--- src/rtl/alu_pkg.sv ---
// Shared definitions for the datapath ALU units: logic-op encoding and result flags.
package alu_pkg;

    typedef enum logic [2:0] {
        LOP_AND   = 3'd0,
        LOP_OR    = 3'd1,
        LOP_XOR   = 3'd2,
        LOP_NAND  = 3'd3,
        LOP_NOR   = 3'd4,
        LOP_XNOR  = 3'd5,
        LOP_NOTA  = 3'd6,
        LOP_PASSB = 3'd7
    } lop_e;

    typedef struct packed {
        logic zero;
        logic parity;
    } flags_t;

endpackage

--- src/rtl/logic_unit_core.sv ---
// Combinational bitwise logic function f(a, b, op) with zero/parity flags.
module logic_unit_core
    import alu_pkg::*;
#(
    parameter int unsigned WIDTH = 32
) (
    input  logic [WIDTH-1:0] a,
    input  logic [WIDTH-1:0] b,
    input  lop_e             op,
    output logic [WIDTH-1:0] result,
    output flags_t           flags
);

    always_comb begin
        case (op)
            LOP_AND:   result = a & b;
            LOP_OR:    result = a | b;
            LOP_XOR:   result = a ^ b;
            LOP_NAND:  result = ~(a & b);
            LOP_NOR:   result = ~(a | b);
            LOP_XNOR:  result = ~(a ^ b);
            LOP_NOTA:  result = ~a;
            LOP_PASSB: result = b;
            default:   result = '0;
        endcase
    end

    always_comb begin
        flags.zero   = (result == '0);
        flags.parity = ^result;
    end

endmodule

--- src/rtl/logic_unit_pipe.sv ---
// Elastic pipelined logic unit with valid/ready handshake and a running accumulator.
module logic_unit_pipe
    import alu_pkg::*;
#(
    parameter int unsigned WIDTH  = 32,
    parameter int unsigned STAGES = 2
) (
    input  logic             clk,
    input  logic             rst_n,
    input  logic             in_valid,
    output logic             in_ready,
    input  logic [WIDTH-1:0] in_a,
    input  logic [WIDTH-1:0] in_b,
    input  logic [2:0]       in_op,
    input  logic             in_acc_en,
    input  logic             acc_clr,
    output logic             out_valid,
    input  logic             out_ready,
    output logic [WIDTH-1:0] out_result,
    output logic             out_zero,
    output logic             out_parity,
    output logic [WIDTH-1:0] acc_value
);

    logic [STAGES-1:0] v;
    logic [STAGES-1:0] adv;
    logic [WIDTH-1:0]  data [STAGES];
    flags_t            flg  [STAGES];
    logic [WIDTH-1:0]  acc;
    logic [WIDTH-1:0]  op_b;
    logic [WIDTH-1:0]  res;
    flags_t            res_flags;
    logic              in_fire;

    always_comb begin
        op_b = in_b;
        if (in_acc_en) begin
            op_b = acc_clr ? '0 : acc;
        end
    end

    logic_unit_core #(.WIDTH(WIDTH)) u_core (
        .a      (in_a),
        .b      (op_b),
        .op     (lop_e'(in_op)),
        .result (res),
        .flags  (res_flags)
    );

    // adv[k] = !v[k] | adv[k+1], unrolled from the output end as a running OR
    always_comb begin
        logic run;
        run = out_ready;
        adv = '0;
        for (int unsigned k = 0; k < STAGES; k++) begin
            run = run | ~v[STAGES-1-k];
            adv[STAGES-1-k] = run;
        end
    end

    assign in_ready = ~v[0] | adv[0];
    assign in_fire  = in_valid & in_ready;

    always_ff @(posedge clk or negedge rst_n) begin
        if (!rst_n) begin
            v <= '0;
            for (int unsigned k = 0; k < STAGES; k++) begin
                data[k] <= '0;
                flg[k]  <= '0;
            end
        end else begin
            if (adv[0]) begin
                v[0] <= in_fire;
                if (in_fire) begin
                    data[0] <= res;
                    flg[0]  <= res_flags;
                end
            end
            for (int unsigned k = 1; k < STAGES; k++) begin
                if (adv[k]) begin
                    v[k]    <= v[k-1];
                    data[k] <= data[k-1];
                    flg[k]  <= flg[k-1];
                end
            end
        end
    end

    always_ff @(posedge clk or negedge rst_n) begin
        if (!rst_n) begin
            acc <= '0;
        end else if (in_fire && in_acc_en) begin
            acc <= res;
        end else if (acc_clr) begin
            acc <= '0;
        end
    end

    assign out_valid  = v[STAGES-1];
    assign out_result = data[STAGES-1];
    assign out_zero   = flg[STAGES-1].zero;
    assign out_parity = flg[STAGES-1].parity;
    assign acc_value  = acc;

endmodule
--- config.mk ---
export PLATFORM = sky130hd
export DESIGN_NAME = logic_unit_pipe
export DESIGN_NICKNAME = d
export VERILOG_FILES = /design/src/rtl/alu_pkg.sv /design/src/rtl/logic_unit_core.sv /design/src/rtl/logic_unit_pipe.sv
export SDC_FILE = /design/constraint.sdc
export NUM_CORES = 1
export LEC_CHECK = 0
export ABC_CLOCK_PERIOD_IN_PS = 2650
export CORE_ASPECT_RATIO = 1.25
export CORE_MARGIN = 8
export CORE_UTILIZATION = 50
export DETAILED_ROUTE_END_ITERATION = 12
export GPL_TIMING_DRIVEN = 1
export PLACE_DENSITY = 0.84
export SYNTH_ARGS = -nofsm -noshare
export SYNTH_HDL_FRONTEND = slang
export SYNTH_HIERARCHICAL = 1
export SYNTH_SLANG_ARGS = --single-unit
--- constraint.sdc ---
create_clock -name clk -period 2.65 [get_ports clk]
set_input_delay 0.53 -clock clk [delete_from_list [all_inputs] [get_ports clk]]
set_output_delay 0.53 -clock clk [all_outputs]
set_load 0.1 [all_outputs]
run_1/wires.png
Scale: 2 px per um. Only two layers are drawn.
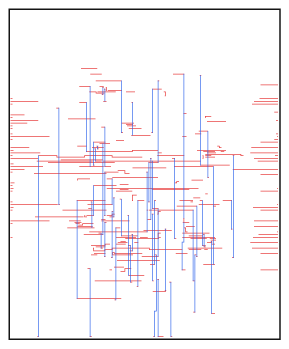
blue -> metal 4  # wire length 1550 um
red -> metal 3  # wire length 1810 um
WL/cell: 21.6 um
Total Wirelength: 29600 um

run_1/placement.png
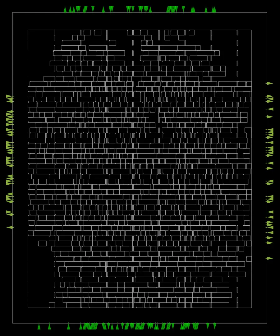
Layout Utilization: 74.4%
# Taps: 224
number of fill cells: 1053

run_1/io_fan.png
Scale: 3 px per um.
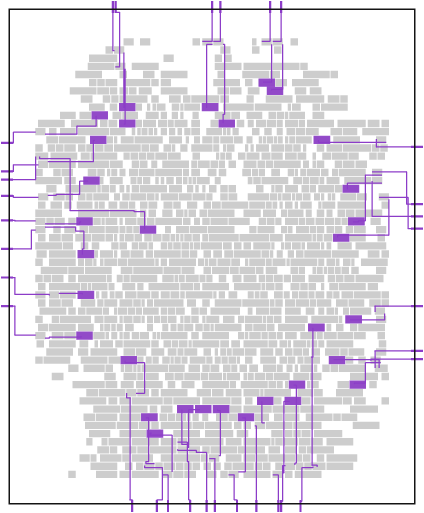
purple -> in_b  # bits 32, direction input, edge 11 bottom, 8 left, 7 right, 6 top, end cells 32, buffers 32, wire 1220 um

run_1/flops_by_reg.png
Scale: 3 px per um.
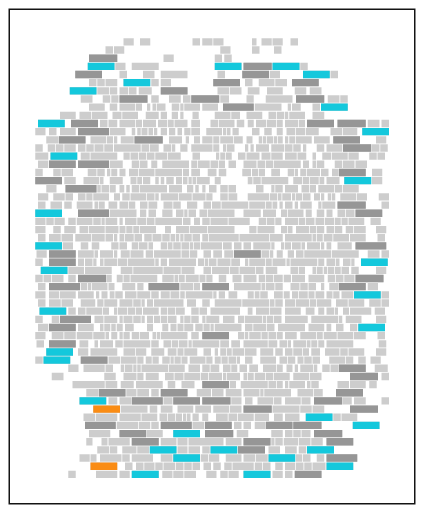
cyan -> out_result  # sequential cells 32, where all over the die
orange -> v  # sequential cells 2
not coloured = 68

==> qor.txt, run 1 <==
Final setup vio count: 2
Dominant flop cell: dfrtp_1
CP max FO: 3
Initial DRC Count: 670
GP Congestion: 0.810
Slew @ Worst Pin: 459 ps
GR Layer Usage met1: 26.2%
Post-place setup slack: -1170 ps
Die Span X: 135 um
Clock share of power: 18.2%
Synth top area share: 29.0%
NetSw: 3.58 mW
Leading cell kind: logic gates
Met3 WL: 1810 um
First-pass GRT wire length: 43200 um
Int Pwr: 4.37 mW
PostCTS Resize Cnt: 85
Vias per std cell: 5.96
# diodes: 0
Combinational power share: 55.9%
Mapped Avg Cell Area: 9.93 um^2
Latency at later pin: 360 ps
Sum Neg Setup Slack: -467 ps
Commonest cells post-synth: dfrtp_1, mux2_2, ha_1
Largest net degree at the start of global routing: 59
Yosys cell count: 886
TritonCTS Buffers: 9
Final non-filler cell area: 12900 um^2
Yosys stat area: 8800 um^2
Final hold vios: 0
Clock group: 1.44 mW
Synth Area in Compound Gates: 15.8%
TritonCTS clock tree: yes
Flip-flops: 102
Clock sink count: 102
Pre-Place Util: 50.7%
R2R depth: 13
Status: complete, but fails checks
Inverter count: 65
CP cell instances: nor2b_2 > mux2_4 > inv_1 > ha_1 > o22ai_1 > nand2_1 > a31o_1 > ha_4 > xor2_2 > xnor2_1 > xnor2_1 > xnor2_1 > mux2_4
Critical path's top delay family: XOR/XNOR gates
Most instantiated logic cell after routing: buf_4
Final WS setup: -420 ps
Tcrit/Tclk final: 116%
Share of cells above drive strength 1: 56.4%
Failing checks: setup timing
==> inputs of run 2 (changes only) <==
Settings changed: CORE_ASPECT_RATIO 1.25 to 1.5, REMOVE_ABC_BUFFERS set to 1.
run_2/flops_by_reg.png
Scale: 3 px per um.
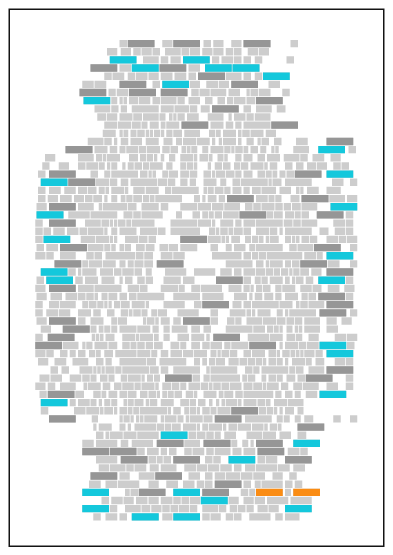
cyan -> out_result  # sequential cells 32, where all over the die
orange -> v  # sequential cells 2
not coloured = 68

run_2/placement.png
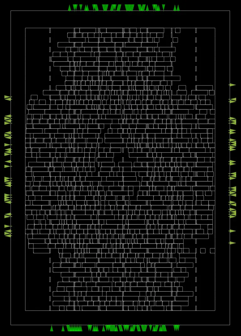
Layout Utilization: 71.6%
Placeable Area: 17300 um^2
# Taps: 213
sequential share of cell area: 20.6%
Finished Layout Cells: 1360

==> qor.txt, run 2 <==
PostCTS Resize Cnt: 108 (+27%)
Leading cell kind: logic gates
GR Layer Usage met1: 24.8% (-1.5 points)
Sum Neg Setup Slack: -361 ps (+106 ps)
Commonest cells post-synth: dfrtp_1, mux2_2, ha_1
Status: complete, but fails checks
Int Pwr: 4.19 mW (-4.1%)
Latency at later pin: 360 ps (about the same)
Clock share of power: 16.8% (-1.4 points)
TritonCTS clock tree: yes
Clock group: 1.28 mW (-10%)
Synth top area share: 29.0% (unchanged)
WL/cell: 20.1 um (-7.0%)
Number of fill cells: 1180 (+12%)
Tcrit/Tclk final: 114% (-2.3 points)
Clock sink count: 102 (unchanged)
CP max FO: 3 (unchanged)
Met3 WL: 1240 um (-32%)
Final WS setup: -361 ps (+60.0 ps)
CP cell instances: clkdlybuf4s50_1 > mux2_2 > inv_1 > ha_1 > nor2_1 > a211oi_1 > o21ai_1 > a31o_1 > ha_4 > xnor2_2 > xnor2_2 > xnor2_1 > xnor2_1 > mux2_2
GP Congestion: 0.826 (+1.9%)
Failing checks: setup timing
Die Span X: 124 um (-7.7%)
Critical path's top delay family: AND-OR/OR-AND gates
Final hold vios: 0 (unchanged)
Yosys stat area: 8800 um^2 (unchanged)
Final non-filler cell area: 12400 um^2 (-4.2%)
Share of cells above drive strength 1: 47.6% (-8.8 points)
Final setup vio count: 1 (-1)
Pre-Place Util: 50.9% (+0.26 points)
Dominant flop cell: dfrtp_1
NetSw: 3.42 mW (-4.4%)
Combinational power share: 56.2% (+0.3 points)
First-pass GRT wire length: 43200 um (-0.14%)
R2R depth: 14 (+1)
No activity file was given, so power comes from the tool's default toggle rates.
